run_1/met2.png
(4 px per um)
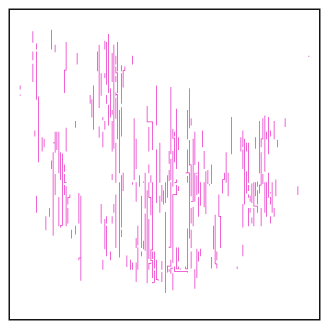
run_1/met3.png
(4 px per um) Cells faint in the background.
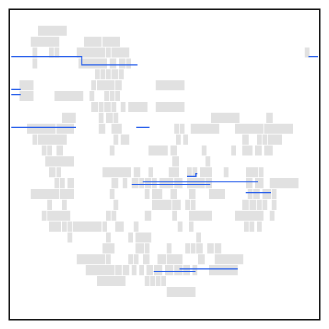
run_1/pdn.png
(4 px per um) Pins as bars on the die edge. Tap cells in grey.
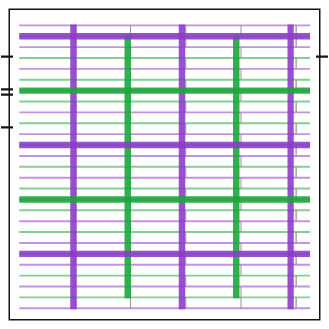
run_1/metal_stack.png
(4 px per um)
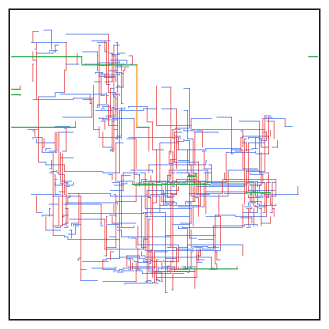
===== src/rtl/button_pkg.sv =====
// Shared encodings and default timing constants for the pushbutton debouncer.
package button_pkg;

   typedef enum logic [1:0] {
      STABLE_LO = 2'b00,
      CHK_HI    = 2'b01,
      STABLE_HI = 2'b11,
      CHK_LO    = 2'b10
   } db_state_e;

   localparam int unsigned DEF_STABLE_CYCLES = 32'd1000000;
   localparam int unsigned DEF_LONG_CYCLES   = 32'd100000000;

   // High-side states are those in which the accepted level is 1.
   function automatic logic is_high_state(input db_state_e state);
      return (state == STABLE_HI) || (state == CHK_LO);
   endfunction

endpackage


===== src/rtl/sync_2ff.sv =====
// Two-flop synchronizer for a single asynchronous level; clears to 0 on reset.
module sync_2ff (
   input  logic clk_i,
   input  logic rst_i,
   input  logic d_i,
   output logic q_o
);

   logic meta_r;
   logic q_r;

   // Shift the raw level through two flops.
   always_ff @(posedge clk_i) begin
      if (rst_i) begin
         meta_r <= 1'b0;
         q_r    <= 1'b0;
      end else begin
         meta_r <= d_i;
         q_r    <= meta_r;
      end
   end

   assign q_o = q_r;

endmodule


===== src/rtl/button_debounce.sv =====
// Pushbutton debouncer with optional long-press pulse.
// Define BUTTON_DEBOUNCE_LONGPRESS_EN to compile in the long-press hold counter.
module button_debounce
   import button_pkg::*;
#(
   parameter int unsigned STABLE_CYCLES = DEF_STABLE_CYCLES,
   parameter int unsigned LONG_CYCLES   = DEF_LONG_CYCLES
) (
   input  logic clk_i,
   input  logic rst_i,
   input  logic button_i,
   output logic button_o,
   output logic long_o
);

   localparam int CNT_W = $clog2(STABLE_CYCLES + 32'd1);
   localparam logic [CNT_W-1:0] CNT_LAST = CNT_W'(STABLE_CYCLES - 32'd1);
   localparam logic [CNT_W-1:0] CNT_ONE  = CNT_W'(32'd1);
   localparam logic [CNT_W-1:0] CNT_ZERO = CNT_W'(32'd0);

   if ((STABLE_CYCLES < 32'd1) || (STABLE_CYCLES > 32'd16777215) ||
       (LONG_CYCLES < 32'd1) || (LONG_CYCLES > 32'd268435455)) begin : g_bad_params
      $error("button_debounce: STABLE_CYCLES or LONG_CYCLES out of range");
   end

   logic            sync_q_s;
   db_state_e       state_r;
   logic [CNT_W-1:0] cnt_r;
   logic            button_r;

   sync_2ff u_sync (
      .clk_i (clk_i),
      .rst_i (rst_i),
      .d_i   (button_i),
      .q_o   (sync_q_s)
   );

   // Debounce FSM: the counter only advances while a new level is being qualified.
   always_ff @(posedge clk_i) begin
      if (rst_i) begin
         state_r  <= STABLE_LO;
         cnt_r    <= CNT_ZERO;
         button_r <= 1'b0;
      end else begin
         case (state_r)
            STABLE_LO: begin
               cnt_r    <= CNT_ZERO;
               button_r <= 1'b0;
               if (sync_q_s) state_r <= CHK_HI;
               else          state_r <= STABLE_LO;
            end
            CHK_HI: begin
               if (!sync_q_s) begin
                  state_r <= STABLE_LO;
                  cnt_r   <= CNT_ZERO;
               end else if (cnt_r == CNT_LAST) begin
                  state_r  <= STABLE_HI;
                  cnt_r    <= CNT_ZERO;
                  button_r <= 1'b1;
               end else begin
                  cnt_r <= cnt_r + CNT_ONE;
               end
            end
            STABLE_HI: begin
               cnt_r    <= CNT_ZERO;
               button_r <= 1'b1;
               if (!sync_q_s) state_r <= CHK_LO;
               else           state_r <= STABLE_HI;
            end
            CHK_LO: begin
               if (sync_q_s) begin
                  state_r <= STABLE_HI;
                  cnt_r   <= CNT_ZERO;
               end else if (cnt_r == CNT_LAST) begin
                  state_r  <= STABLE_LO;
                  cnt_r    <= CNT_ZERO;
                  button_r <= 1'b0;
               end else begin
                  cnt_r <= cnt_r + CNT_ONE;
               end
            end
            default: begin
               state_r  <= STABLE_LO;
               cnt_r    <= CNT_ZERO;
               button_r <= 1'b0;
            end
         endcase
      end
   end

   assign button_o = button_r;

`ifdef BUTTON_DEBOUNCE_LONGPRESS_EN
   localparam int HOLD_W = $clog2(LONG_CYCLES + 32'd1);
   localparam logic [HOLD_W-1:0] HOLD_LAST = HOLD_W'(LONG_CYCLES - 32'd1);
   localparam logic [HOLD_W-1:0] HOLD_SAT  = HOLD_W'(LONG_CYCLES);
   localparam logic [HOLD_W-1:0] HOLD_ONE  = HOLD_W'(32'd1);

   logic [HOLD_W-1:0] hold_r;
   logic              long_r;

   // Hold counter parks at LONG_CYCLES after firing, so one pulse per press.
   always_ff @(posedge clk_i) begin
      if (rst_i) begin
         hold_r <= '0;
         long_r <= 1'b0;
      end else if (is_high_state(state_r)) begin
         long_r <= (hold_r == HOLD_LAST);
         if (hold_r != HOLD_SAT) hold_r <= hold_r + HOLD_ONE;
         else                    hold_r <= hold_r;
      end else begin
         hold_r <= '0;
         long_r <= 1'b0;
      end
   end

   assign long_o = long_r;
`else
   assign long_o = 1'b0;
`endif

endmodule


===== config.mk =====
export PLATFORM = sky130hd
export DESIGN_NAME = button_debounce
export DESIGN_NICKNAME = d
export VERILOG_FILES = /design/src/rtl/button_pkg.sv /design/src/rtl/sync_2ff.sv /design/src/rtl/button_debounce.sv
export SDC_FILE = /design/constraint.sdc
export NUM_CORES = 1
export LEC_CHECK = 0
export ABC_AREA = 1
export CORE_MARGIN = 2
export CORE_UTILIZATION = 25
export DETAILED_ROUTE_END_ITERATION = 6
export PLACE_DENSITY = 0.38
export SLEW_MARGIN = 40
export SYNTH_ARGS = -nofsm -noshare
export SYNTH_HDL_FRONTEND = slang
export SYNTH_SLANG_ARGS = --single-unit

===== constraint.sdc =====
create_clock -name clk_i -period 2.26 [get_ports clk_i]
set_input_delay 0.226 -clock clk_i [delete_from_list [all_inputs] [get_ports clk_i]]
set_output_delay 0.226 -clock clk_i [all_outputs]
set_load 0.03 [all_outputs]

==> run_summary.xml, run 1 <==
<?xml version="1.0" encoding="UTF-8"?>
<metrics>
  <group name="detailed_routing">
    <metric name="antenna_violating_nets_post_route" unit="">0</metric>
    <metric name="drt-initial-drc-count" unit="">53</metric>
    <metric name="dr.pass1.iters" unit="">4</metric>
    <metric name="avgRoutedWirePerCell" unit="um">11.09</metric>
  </group>
  <group name="worst_setup_path">
    <metric name="critical_path.max_fanout" unit="">16</metric>
    <metric name="cp-end-kind" unit="">flop</metric>
    <metric name="critical_path_arrival" unit="ns">1.98</metric>
    <metric name="criticalPathCategory" unit="">reg2reg</metric>
  </group>
  <group name="logic_synthesis">
    <metric name="yosys-top-cells-area" unit="">dfxtp_1 37%, nor2_1 9.2%, nand2_1 7.5%</metric>
    <metric name="netlist_instances" unit="">187</metric>
    <metric name="synth_stat.cells" unit="">187</metric>
    <metric name="post_synth_most_frequent_cells" unit="">33 x nor2_1, 27 x nand2_1, 25 x dfxtp_1</metric>
    <metric name="synth.yosys.chip_area" unit="um2">1343</metric>
    <metric name="simple_gate_share" unit="%">37.56</metric>
    <metric name="postSynthRegisterBits" unit="">25</metric>
    <metric name="synth_top_cell_by_area" unit="">dfxtp_1</metric>
    <metric name="topCombFamilyByArea" unit="">simple AND/OR/NAND/NOR gates</metric>
    <metric name="synth.most_common_cell" unit="">nor2_1</metric>
    <metric name="mux_share" unit="%">0</metric>
    <metric name="synth.cellmix.compoundShare" unit="%">8.388</metric>
  </group>
  <group name="power">
    <metric name="power_leakage" unit="uW">0.0005416</metric>
    <metric name="vdd_drop_max" unit="V">0.0001686</metric>
    <metric name="intPower" unit="uW">582.2</metric>
  </group>
  <group name="sta">
    <metric name="hold_viol_final" unit="">0</metric>
    <metric name="timing.final.crit_share" unit="%">79.92</metric>
    <metric name="layout_min_cycle_time" unit="ns">1.806</metric>
    <metric name="drv_slew" unit="">0</metric>
    <metric name="rsz_0062_raised_after_global_routing" unit="">false</metric>
    <metric name="clock-skew-final" unit="ns">0.002756</metric>
  </group>
  <group name="placement">
    <metric name="placement.io_buffers" unit="">3</metric>
    <metric name="finalWeightedCongestion" unit="">0.8003</metric>
  </group>
  <group name="min_path">
    <metric name="hold_class" unit="">reg2reg</metric>
  </group>
  <group name="grt">
    <metric name="grt_util_all_layers" unit="%">10.79</metric>
    <metric name="first_global_vias" unit="">1147</metric>
  </group>
  <group name="cells_and_area">
    <metric name="stdcell_area" unit="um2">1494</metric>
  </group>
  <group name="status">
    <metric name="outcome" unit="">finished clean</metric>
  </group>
  <group name="cts">
    <metric name="cts_setup_buffers" unit="">0</metric>
    <metric name="tritoncts" unit="">yes</metric>
  </group>
</metrics>
Notes on met2.png above:
wire length on this layer = 1390 um
main direction = vertical

Notes on met3.png above:
wire length on this layer = 140 um
longest straight run = 28.5 um

Notes on pdn.png above:
VSS -> purple
VDD -> green
met1 rails = 27
tap cells = 70

Notes on metal_stack.png above:
met1 -> blue  # wire length 1360 um
met4 -> orange  # wire length 15.6 um
met2 -> red  # wire length 1390 um
met3 -> green  # wire length 140 um

## run 1: power by group through the flow
| stage | Sequential (uW) | Combinational (uW) | Clock [uW] |
|---|---|---|---|
| after global routing | 448 | 37.4 | 317 |
| after global placement | 457 | 32.6 | 0 |
| after CTS | 447 | 33.1 | 298 |
| final | 447 | 32.5 | 279 |
| after floorplan | 459 | 22.4 | 0 |
| after detailed placement | 458 | 33.0 | 0 |
## run 1: per-stage QoR
| step | worst slack (ns) | instances | hold WS (ns) | util, % | power [uW] |
|---|---|---|---|---|---|
| floorplan | 0.8364 | 187 | 0.2972 | - | 481.5 |
| global placement | 0.4954 | 258 | 0.3947 | 28.12 | 490.1 |
| detailed placement | 0.4370 | 258 | 0.3985 | 28.12 | 490.7 |
| CTS | 0.4254 | 262 | 0.4150 | 29.07 | 778.8 |
| global route | 0.2091 | 262 | 0.4275 | 29.07 | 802.7 |
| finish | 0.4537 | 262 | 0.4107 | 29.07 | 758.8 |
## run 1: layer usage
layer,global-route usage (%),wire (um)
met5,0,0
met4,3.214,15
met3,2.353,139
met2,17.74,1390
met1,14.10,1361
## run 1: critical path, stage by stage, from the launching register on
cell and delay, ns:
dfxtp_1 0.37, ha_1 0.21, nand2_1 0.08, inv_2 0.06, nand3_2 0.14, nor2_1 0.18, nand3_1 0.12, nand2_2 0.30
inv_2 0.11, o21ai_0 0.09, a21oi_1 0.06
## run 1: final cells by class
| type | instances | area [um2] |
|---|---|---|
| clock inverters | 1 | 7.507 |
| flip-flops and latches | 25 | 500.5 |
| inverters | 29 | 108.9 |
| well taps | 70 | 87.58 |
| clock buffers | 3 | 41.29 |
| repair buffers | 3 | 30.03 |
| multi-input cells | 131 | 718.2 |
| fillers | 589 | 3646 |
## run 1: final timing paths
path                            cells past startpoint           from    endpoint  slack, ns
worst max-delay path                               10       cnt_r[0]    cnt_r[9]       0.45
worst min-delay path                                2  u_sync.meta_r  u_sync.q_o       0.41
worst max register to register                     10       cnt_r[0]    cnt_r[9]       0.45
worst min register to register                      2  u_sync.meta_r  u_sync.q_o       0.41
## run 1: state kept, by name, summed over array words and instances (netlist names)
signal and count:
cnt_r 20, state_r 2, button_o 1, u_sync.meta_r 1, u_sync.q_o 1
## run 1: layout by cell type, fill, tap and decap left out
cell type | synthesis | routed
nor3_1 | 9 | 9
o21bai_1 | 1 | 1
a211oi_1 | 1 | 1
and3_1 | 1 | 1
nand3_1 | 10 | 10
nand2_1 | 27 | 27
clkinvlp_4 | 0 | 1
nor3_2 | 2 | 2
ha_1 | 5 | 5
nor4_1 | 1 | 1
dfxtp_1 | 25 | 25
clkinv_1 | 1 | 1
nand2_2 | 4 | 4
clkbuf_8 | 0 | 3
nor2_2 | 1 | 1
nor2_1 | 33 | 33
a21oi_1 | 12 | 12
nand4_1 | 5 | 5
nand4_2 | 1 | 1
nand3_2 | 1 | 1
nor2_4 | 2 | 2
o21a_1 | 1 | 1
inv_1 | 24 | 24
conb_1 | 1 | 1
nor3_4 | 2 | 2
xor2_1 | 4 | 4
o21ai_0 | 2 | 2
inv_2 | 4 | 4
clkdlybuf4s50_1 | 0 | 3
nand2_4 | 1 | 1
o21ai_1 | 4 | 4
==> run 2, diff against run 1 <==
Settings changed: PLACE_DENSITY 0.38 to 0.4.
Clock period 2.26 ns to 1.5 ns, I/O delays scaled along.
run_2/pdn.png
(4 px per um) Pins as bars on the die edge. Tap cells in grey.
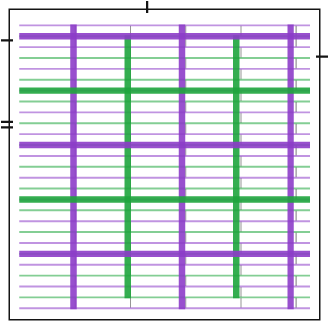
VDD -> green
VSS -> purple
tap cells = 70
met1 rails = 27
rows = 26
met5 straps = 5
signal pins = 5

==> run 2 against run 1 <==
Largest power group unchanged; non-clock buffer count up 22; sequential power increased by about 50%; synthesized cell count did not move.
==> run_summary.xml, run 2 <==
<?xml version="1.0" encoding="UTF-8"?>
<metrics>
  <group name="detailed_routing">
    <metric name="dr.pass1.iters" unit="">4</metric>
    <metric name="drt-initial-drc-count" unit="">76</metric>
    <metric name="antenna_violating_nets_post_route" unit="">0</metric>
    <metric name="avgRoutedWirePerCell" unit="um">10.38</metric>
  </group>
  <group name="placement">
    <metric name="dp_worst_setup_slack" unit="ns">-0.05290</metric>
    <metric name="cells_after_dpl" unit="">273</metric>
    <metric name="finalWeightedCongestion" unit="">0.7683</metric>
    <metric name="placement.io_buffers" unit="">3</metric>
  </group>
  <group name="logic_synthesis">
    <metric name="postSynthRegisterBits" unit="">25</metric>
    <metric name="simple_gate_share" unit="%">37.56</metric>
    <metric name="post_synth_most_frequent_cells" unit="">33 x nor2_1, 27 x nand2_1, 25 x dfxtp_1</metric>
    <metric name="topCombFamilyByArea" unit="">simple AND/OR/NAND/NOR gates</metric>
    <metric name="synth.most_common_cell" unit="">nor2_1</metric>
    <metric name="synth.cellmix.compoundShare" unit="%">8.388</metric>
    <metric name="synth_top_cell_by_area" unit="">dfxtp_1</metric>
    <metric name="synth_stat.cells" unit="">187</metric>
    <metric name="mux_share" unit="%">0</metric>
    <metric name="synth.yosys.chip_area" unit="um2">1343</metric>
    <metric name="yosys-top-cells-area" unit="">dfxtp_1 37%, nor2_1 9.2%, nand2_1 7.5%</metric>
  </group>
  <group name="cts">
    <metric name="cts_sinks" unit="">25</metric>
    <metric name="tritoncts" unit="">yes</metric>
  </group>
  <group name="worst_setup_path">
    <metric name="criticalPathCategory" unit="">reg2out</metric>
    <metric name="critical_path_arrival" unit="ns">1.27</metric>
    <metric name="crit_chain" unit="">clkdlybuf4s50_1</metric>
    <metric name="crit_buf_inv" unit="">1</metric>
    <metric name="cp-end-kind" unit="">output port</metric>
    <metric name="critical_path.slowest_cell" unit="">clkdlybuf4s50_1</metric>
    <metric name="critical_path.top_delay_family" unit="">buffers and inverters</metric>
  </group>
  <group name="cells_and_area">
    <metric name="layout.cells.non_filler" unit="">284</metric>
    <metric name="regMostFlops" unit="">cnt_r</metric>
    <metric name="reg.largest.list" unit="">cnt_r: 20 flops, state_r: 2 flops</metric>
    <metric name="most_frequently_placed_logic_cells_in_the_final_layout" unit="">30 x nor2_1, 24 x nand2_1, 22 x inv_1</metric>
  </group>
  <group name="power">
    <metric name="fin_total_pwr" unit="uW">1144</metric>
    <metric name="vdd_drop_max" unit="V">0.0005345</metric>
    <metric name="power_leakage" unit="uW">0.0006617</metric>
  </group>
  <group name="grt">
    <metric name="gr_peak_layer" unit="">met2</metric>
    <metric name="use_met3" unit="%">3.176</metric>
    <metric name="grt.met2_usage" unit="%">16.96</metric>
    <metric name="grtUsageMet1" unit="%">13.01</metric>
  </group>
  <group name="sta">
    <metric name="hold_viol_final" unit="">0</metric>
    <metric name="final_ws_setup" unit="ns">0.08154</metric>
    <metric name="layout_min_cycle_time" unit="ns">1.418</metric>
    <metric name="drv_slew" unit="">0</metric>
    <metric name="timing.final.crit_share" unit="%">94.56</metric>
    <metric name="rsz_0062_raised_after_global_routing" unit="">true</metric>
  </group>
  <group name="min_path">
    <metric name="hold_class" unit="">in2reg</metric>
  </group>
  <group name="status">
    <metric name="outcome" unit="">finished clean</metric>
  </group>
  <group name="die">
    <metric name="dieHeight" unit="um">77.28</metric>
  </group>
</metrics>
run_2/met3.png
(4 px per um) Cells faint in the background.
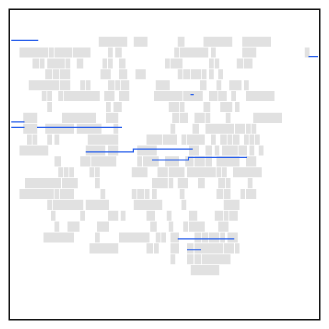
longest straight run = 20.9 um
main direction = horizontal

## run 2: area by class of cell
cell class | instances | area [um2]
clock buffers | 4 | 45.04
fillers | 596 | 3358
inverters | 29 | 111.4
multi-input cells | 131 | 820.8
flip-flops and latches | 25 | 514.2
well taps | 70 | 87.58
repair buffers | 25 | 202.7
## run 2: layer usage
layer	wire, um	vias to the layer above
li1	-	647
met1	1442	536
met2	1367	14
met3	103	4
met4	35	0
met5	0	-
## run 2: worst paths after layout
check | start | endpoint | cells past startpoint | slack (ns)
setup / recovery | button_o | button_o | 1 | 0.08
hold / removal | button_i | u_sync.meta_r | 3 | 0.39
setup reg to reg | cnt_r[2] | cnt_r[19] | 7 | 0.11
hold reg to reg | u_sync.meta_r | u_sync.q_o | 2 | 0.41
## run 2: stage by stage
stage	utilization, %	instance area, um2	hold WS, ns	setup TNS [ns]
2_1_floorplan	-	1343	0.2212	0
3_3_place_gp	30.31	1558	0.3985	-0.04031
3_5_place_dp	30.31	1558	0.3967	-0.06127
4_1_cts	31.43	1615	0.3747	0
5_1_grt	34.66	1782	0.3743	-0.04788
6_report	34.66	1782	0.3899	0
## run 2: repair_timing
item,4_1_cts,5_1_grt
buffers inserted,0,7
endpoints found under the setup margin,6,22
gates resized,4,32
pin swaps,1,10
## run 2: power breakdown
group | switching, uW | total, uW | internal, uW
logic | 34.9 | 65.0 | 30.1
registers | 4.87 | 671 | 666
clock network | 217 | 408 | 190
## run 2: kinds of logic after synthesis
group / Yosys count
AND/OR/NAND/NOR: 100
buffers and inverters: 31
flip-flops: 25
AND-OR/OR-AND: 21
adder cells (fa/ha/maj): 5
XOR/XNOR: 4
other: 1
Power is estimated from default activity; no workload was simulated.
